==> images/layer_met1.png <==
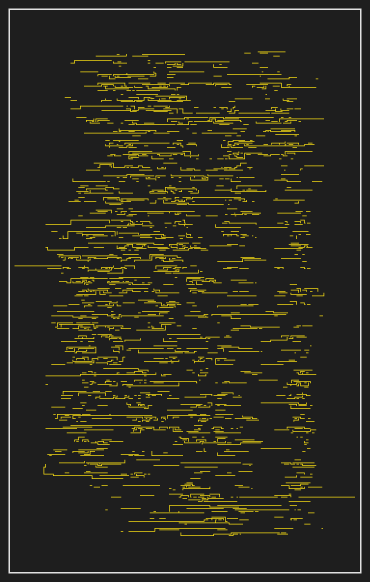
==> images/io_fan.png <==
The bar under the picture is 20 µm long.
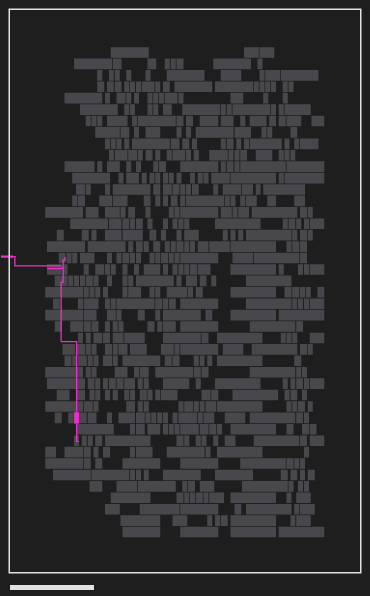
**config.mk**
```make
export PLATFORM = sky130hd
export DESIGN_NAME = uart_rx
export DESIGN_NICKNAME = d
export VERILOG_FILES = /design/src/rtl/uart_pkg.sv /design/src/rtl/byte_fifo.sv /design/src/rtl/uart_rx.sv
export SDC_FILE = /design/constraint.sdc
export NUM_CORES = 1
export LEC_CHECK = 0
export ABC_AREA = 1
export CAP_MARGIN = 5
export CORE_ASPECT_RATIO = 1.75
export CORE_MARGIN = 8
export CORE_UTILIZATION = 60
export CTS_BUF_LIST = sky130_fd_sc_hd__clkbuf_8
export DETAILED_ROUTE_END_ITERATION = 8
export PLACE_DENSITY = 0.78
export SLEW_MARGIN = 20
export SYNTH_ARGS = -nofsm -noshare
export SYNTH_HDL_FRONTEND = slang
export SYNTH_HIERARCHICAL = 1
export SYNTH_SLANG_ARGS = --single-unit
```
**constraint.sdc**
```tcl
create_clock -name CLK -period 2.86 [get_ports CLK]
set_input_delay 0.286 -clock CLK [delete_from_list [all_inputs] [get_ports CLK]]
set_output_delay 0.286 -clock CLK [all_outputs]
set_load 0.05 [all_outputs]
```
**src/rtl/uart_pkg.sv**
```systemverilog
// ---------------------------------------------------------------------------
// uart_pkg
// Shared types and constants for the board UART (receiver and transmitter).
//   uart_rx_state_t : receiver frame state
//   UART_WTIME_9600 : clk cycles per bit at 100 MHz / 9600 baud
//   UART_DATA_BITS  : data bits per 8N1 frame
// ---------------------------------------------------------------------------
package uart_pkg;

  typedef enum logic [1:0] {
    IDLE  = 2'd0,
    START = 2'd1,
    DATA  = 2'd2,
    STOP  = 2'd3
  } uart_rx_state_t;

  localparam logic [31:0] UART_WTIME_9600 = 32'h28B0;
  localparam int          UART_DATA_BITS  = 8;

  // Sample offset of the start-bit check: the centre of the start bit.
  function automatic logic [31:0] half_bit_last(input logic [31:0] wtime);
    return (wtime / 32'd2) - 32'd1;
  endfunction

endpackage

```
**src/rtl/byte_fifo.sv**
```systemverilog
// ---------------------------------------------------------------------------
// byte_fifo
// Small circular byte FIFO. Pointers are one bit wider than the address so
// full and empty are told apart without a separate count.
//   CLK      in   clock
//   RESET_N  in   asynchronous active-low reset (FIFO empties)
//   push     in   write wdata this cycle (ignored if full and not popping)
//   wdata    in   8-bit write data
//   pop      in   drop the head entry (ignored if empty)
//   rdata    out  head entry, 8'h00 while empty
//   empty    out  no entries
//   full     out  DEPTH entries
// ---------------------------------------------------------------------------
module byte_fifo
  import uart_pkg::*;
#(
  parameter int DEPTH = 4
) (
  input  logic       CLK,
  input  logic       RESET_N,
  input  logic       push,
  input  logic [7:0] wdata,
  input  logic       pop,
  output logic [7:0] rdata,
  output logic       empty,
  output logic       full
);

  localparam int AW = (DEPTH > 1) ? $clog2(DEPTH) : 1;

  logic [7:0]  r_mem [DEPTH];
  logic [AW:0] r_wr_ptr;
  logic [AW:0] r_rd_ptr;

  logic w_empty;
  logic w_full;
  logic w_do_pop;
  logic w_do_push;

  assign w_empty = (r_wr_ptr == r_rd_ptr);
  assign w_full  = (r_wr_ptr[AW] != r_rd_ptr[AW]) &&
                   (r_wr_ptr[AW-1:0] == r_rd_ptr[AW-1:0]);

  assign w_do_pop  = pop && !w_empty;
  // A pop in the same cycle frees the slot the push lands in.
  assign w_do_push = push && (!w_full || w_do_pop);

  always_ff @(posedge CLK or negedge RESET_N) begin
    if (!RESET_N) begin
      r_wr_ptr <= '0;
      r_rd_ptr <= '0;
    end else begin
      if (w_do_push) r_wr_ptr <= r_wr_ptr + 1'b1;
      if (w_do_pop)  r_rd_ptr <= r_rd_ptr + 1'b1;
    end
  end

  always_ff @(posedge CLK) begin
    if (w_do_push) r_mem[r_wr_ptr[AW-1:0]] <= wdata;
  end

  assign rdata = w_empty ? 8'h00 : r_mem[r_rd_ptr[AW-1:0]];
  assign empty = w_empty;
  assign full  = w_full;

endmodule

```
**src/rtl/uart_rx.sv**
```systemverilog
// ---------------------------------------------------------------------------
// uart_rx
// 8N1 LSB-first UART receiver with a byte FIFO on a valid/ready output.
//   CLK        in   system clock
//   RESET_N    in   asynchronous active-low reset
//   UART_RX    in   raw serial line, asynchronous, idle high
//   DATA       out  byte at FIFO head (8'h00 when empty)
//   VALID      out  FIFO non-empty
//   READY      in   consumer takes DATA on VALID && READY
//   BUSY       out  frame in progress
//   FRAME_ERR  out  one-cycle pulse: stop bit low, byte discarded
//   OVERRUN    out  one-cycle pulse: good byte dropped, FIFO full, no pop
//
// state | meaning
// IDLE  | waiting for a 1->0 edge on the synchronised line
// START | counting to the start-bit centre to reject glitches
// DATA  | sampling 8 data bits at bit centres, LSB first
// STOP  | sampling the stop bit; push byte or flag framing error
// ---------------------------------------------------------------------------
module uart_rx
  import uart_pkg::*;
#(
  parameter logic [31:0] WTIME      = UART_WTIME_9600,
  parameter int          FIFO_DEPTH = 4
) (
  input  logic       CLK,
  input  logic       RESET_N,
  input  logic       UART_RX,
  output logic [7:0] DATA,
  output logic       VALID,
  input  logic       READY,
  output logic       BUSY,
  output logic       FRAME_ERR,
  output logic       OVERRUN
);

  localparam logic [31:0] C_HALF_LAST = half_bit_last(WTIME);
  localparam logic [31:0] C_BIT_LAST  = WTIME - 32'd1;

  // Synchroniser and edge history, all reset to the idle (high) level so
  // release of reset never looks like a start edge.
  logic r_sync1;
  logic r_sync2;
  logic r_rx_prev;

  uart_rx_state_t r_state;
  uart_rx_state_t w_state_nxt;
  logic [31:0]    r_ct;
  logic [31:0]    w_ct_nxt;
  logic [2:0]     r_idx;
  logic [2:0]     w_idx_nxt;
  logic [7:0]     r_shreg;
  logic [7:0]     w_shreg_nxt;
  logic           w_push;
  logic           w_stop_bad;

  logic           r_frame_err;
  logic           r_overrun;

  logic [7:0]     w_fifo_rdata;
  logic           w_fifo_empty;
  logic           w_fifo_full;
  logic           w_pop;

  always_ff @(posedge CLK or negedge RESET_N) begin
    if (!RESET_N) begin
      r_sync1   <= 1'b1;
      r_sync2   <= 1'b1;
      r_rx_prev <= 1'b1;
    end else begin
      r_sync1   <= UART_RX;
      r_sync2   <= r_sync1;
      r_rx_prev <= r_sync2;
    end
  end

  always_ff @(posedge CLK or negedge RESET_N) begin
    if (!RESET_N) begin
      r_state <= IDLE;
      r_ct    <= '0;
      r_idx   <= '0;
      r_shreg <= '0;
    end else begin
      r_state <= w_state_nxt;
      r_ct    <= w_ct_nxt;
      r_idx   <= w_idx_nxt;
      r_shreg <= w_shreg_nxt;
    end
  end

  always_comb begin
    w_state_nxt = r_state;
    w_ct_nxt    = r_ct + 32'd1;
    w_idx_nxt   = r_idx;
    w_shreg_nxt = r_shreg;
    w_push      = 1'b0;
    w_stop_bad  = 1'b0;

    case (r_state)
      IDLE: begin
        w_ct_nxt = '0;
        // Edge, not level: a held-low break line cannot retrigger.
        if (r_rx_prev && !r_sync2) w_state_nxt = START;
      end

      START: begin
        if (r_ct == C_HALF_LAST) begin
          w_ct_nxt = '0;
          if (!r_sync2) begin
            w_state_nxt = uart_pkg::DATA;
            w_idx_nxt   = '0;
          end else begin
            w_state_nxt = IDLE;
          end
        end
      end

      uart_pkg::DATA: begin
        if (r_ct == C_BIT_LAST) begin
          w_ct_nxt             = '0;
          w_shreg_nxt[r_idx]   = r_sync2;
          if (r_idx == 3'd7) begin
            w_state_nxt = STOP;
          end else begin
            w_idx_nxt = r_idx + 3'd1;
          end
        end
      end

      STOP: begin
        if (r_ct == C_BIT_LAST) begin
          w_ct_nxt    = '0;
          w_state_nxt = IDLE;
          if (r_sync2) w_push     = 1'b1;
          else         w_stop_bad = 1'b1;
        end
      end

      default: begin
        w_state_nxt = IDLE;
        w_ct_nxt    = '0;
      end
    endcase
  end

  assign w_pop = !w_fifo_empty && READY;

  always_ff @(posedge CLK or negedge RESET_N) begin
    if (!RESET_N) begin
      r_frame_err <= 1'b0;
      r_overrun   <= 1'b0;
    end else begin
      r_frame_err <= w_stop_bad;
      r_overrun   <= w_push && w_fifo_full && !w_pop;
    end
  end

  byte_fifo #(
    .DEPTH (FIFO_DEPTH)
  ) u_fifo (
    .CLK     (CLK),
    .RESET_N (RESET_N),
    .push    (w_push),
    .wdata   (r_shreg_with_stop()),
    .pop     (w_pop),
    .rdata   (w_fifo_rdata),
    .empty   (w_fifo_empty),
    .full    (w_fifo_full)
  );

  // The push happens on the stop-sample edge, after the last data bit was
  // already shifted in, so the register holds the complete byte.
  function automatic logic [7:0] r_shreg_with_stop();
    return r_shreg;
  endfunction

  assign DATA      = w_fifo_rdata;
  assign VALID     = !w_fifo_empty;
  assign BUSY      = (r_state != IDLE);
  assign FRAME_ERR = r_frame_err;
  assign OVERRUN   = r_overrun;

endmodule
```
==> metrics.yaml <==
mux_area_share_pct: 0
cell_pwr_density_nw_per_um2: 536.1
syn2layout_area_growth_pct: 9.323
dr.first_iter.drc_count: 120
synth.cell_area_um2: 4765
fin_crit_sh_pct: 92.18
cts-root-buf: "clkbuf_8"
max_incr_delay_on_cp_ns: 0.79
sh_seq_area_pct: 45.45
multiInputCombCellCount: 381
peakVddDrop_v: 0.0004201
status: "finished clean"
detail_route.wl_per_cell_um: 15.09
power.share.switching_pct: 31.29
dp_worst_setup_slack_ns: 0.3761
number_of_instances_in_the_synthesized_netlist: 555
layout.cells.most_common: "nand2_1"
tritoncts.num_buffers: 9
non_clock_buffers_area_share_pct: 3.843
critical_path.endpoint_type: "output port"
cts.reportedPaths.clkPinSlew_ns: 0.09
syn_area_per_cell_um2: 8.585
hold_slack_ns: 0.3211
required_ns: 2.57
total_switching_power_w: 0.0008737
r2r_cells: 10
finish.utilization_pct: 66.77
number_of_fillers_in_the_final_layout: 639
syn-num-nets: 567
most-common-layout-cells: "119 x nand2_1, 80 x nor2_1, 60 x inv_1"
power.share.sequential_pct: 50.3
synth_seq_share_pct: 49.66
p_clk_share_pct: 31.5
crit_type: "flip-flop to output port"
grt_overflow: 0
Back to the opening pictures, layer_met1.png:
- longest straight run: 18.9 µm
- nets with wire on the layer: 549
GRT met1 Usage: 16.72%
Detailed Route WL: 10150 µm
vias after detailed routing: 3699

Back to the opening pictures, io_fan.png:
- magenta: `BUSY` (bits 1; direction output; edge west; end cells 1; buffers 1; wire 66.9 µm)
input/output buffers: 15
number of top-level design ports: 16

power groups by stage:
stage	combinational, W	sequential, W	clock, W
after floorplan	0.000403	0.00142	0
after global placement	0.000485	0.00143	0
after detailed placement	0.000502	0.00143	0
after CTS	0.000511	0.00140	0.000905
after global routing	0.000563	0.00141	0.000951
final	0.000507	0.00140	0.000881
repair_timing:
item,4_1_cts,5_1_grt
gates resized,0,1
endpoints found under the hold margin,18,0
hold buffers,1,0
buffers inserted,0,0
endpoints found under the setup margin,0,9
through the flow:
step | power, W | cell area, µm² | cells
after floorplan | 0.001821 | 4765 | 555
after global placement | 0.001914 | 4995 | 657
after detailed placement | 0.001932 | 4995 | 657
after CTS | 0.002820 | 5207 | 673
after global routing | 0.002928 | 5209 | 673
final | 0.002793 | 5209 | 673
No activity file was given, so power comes from the tool's default toggle rates.
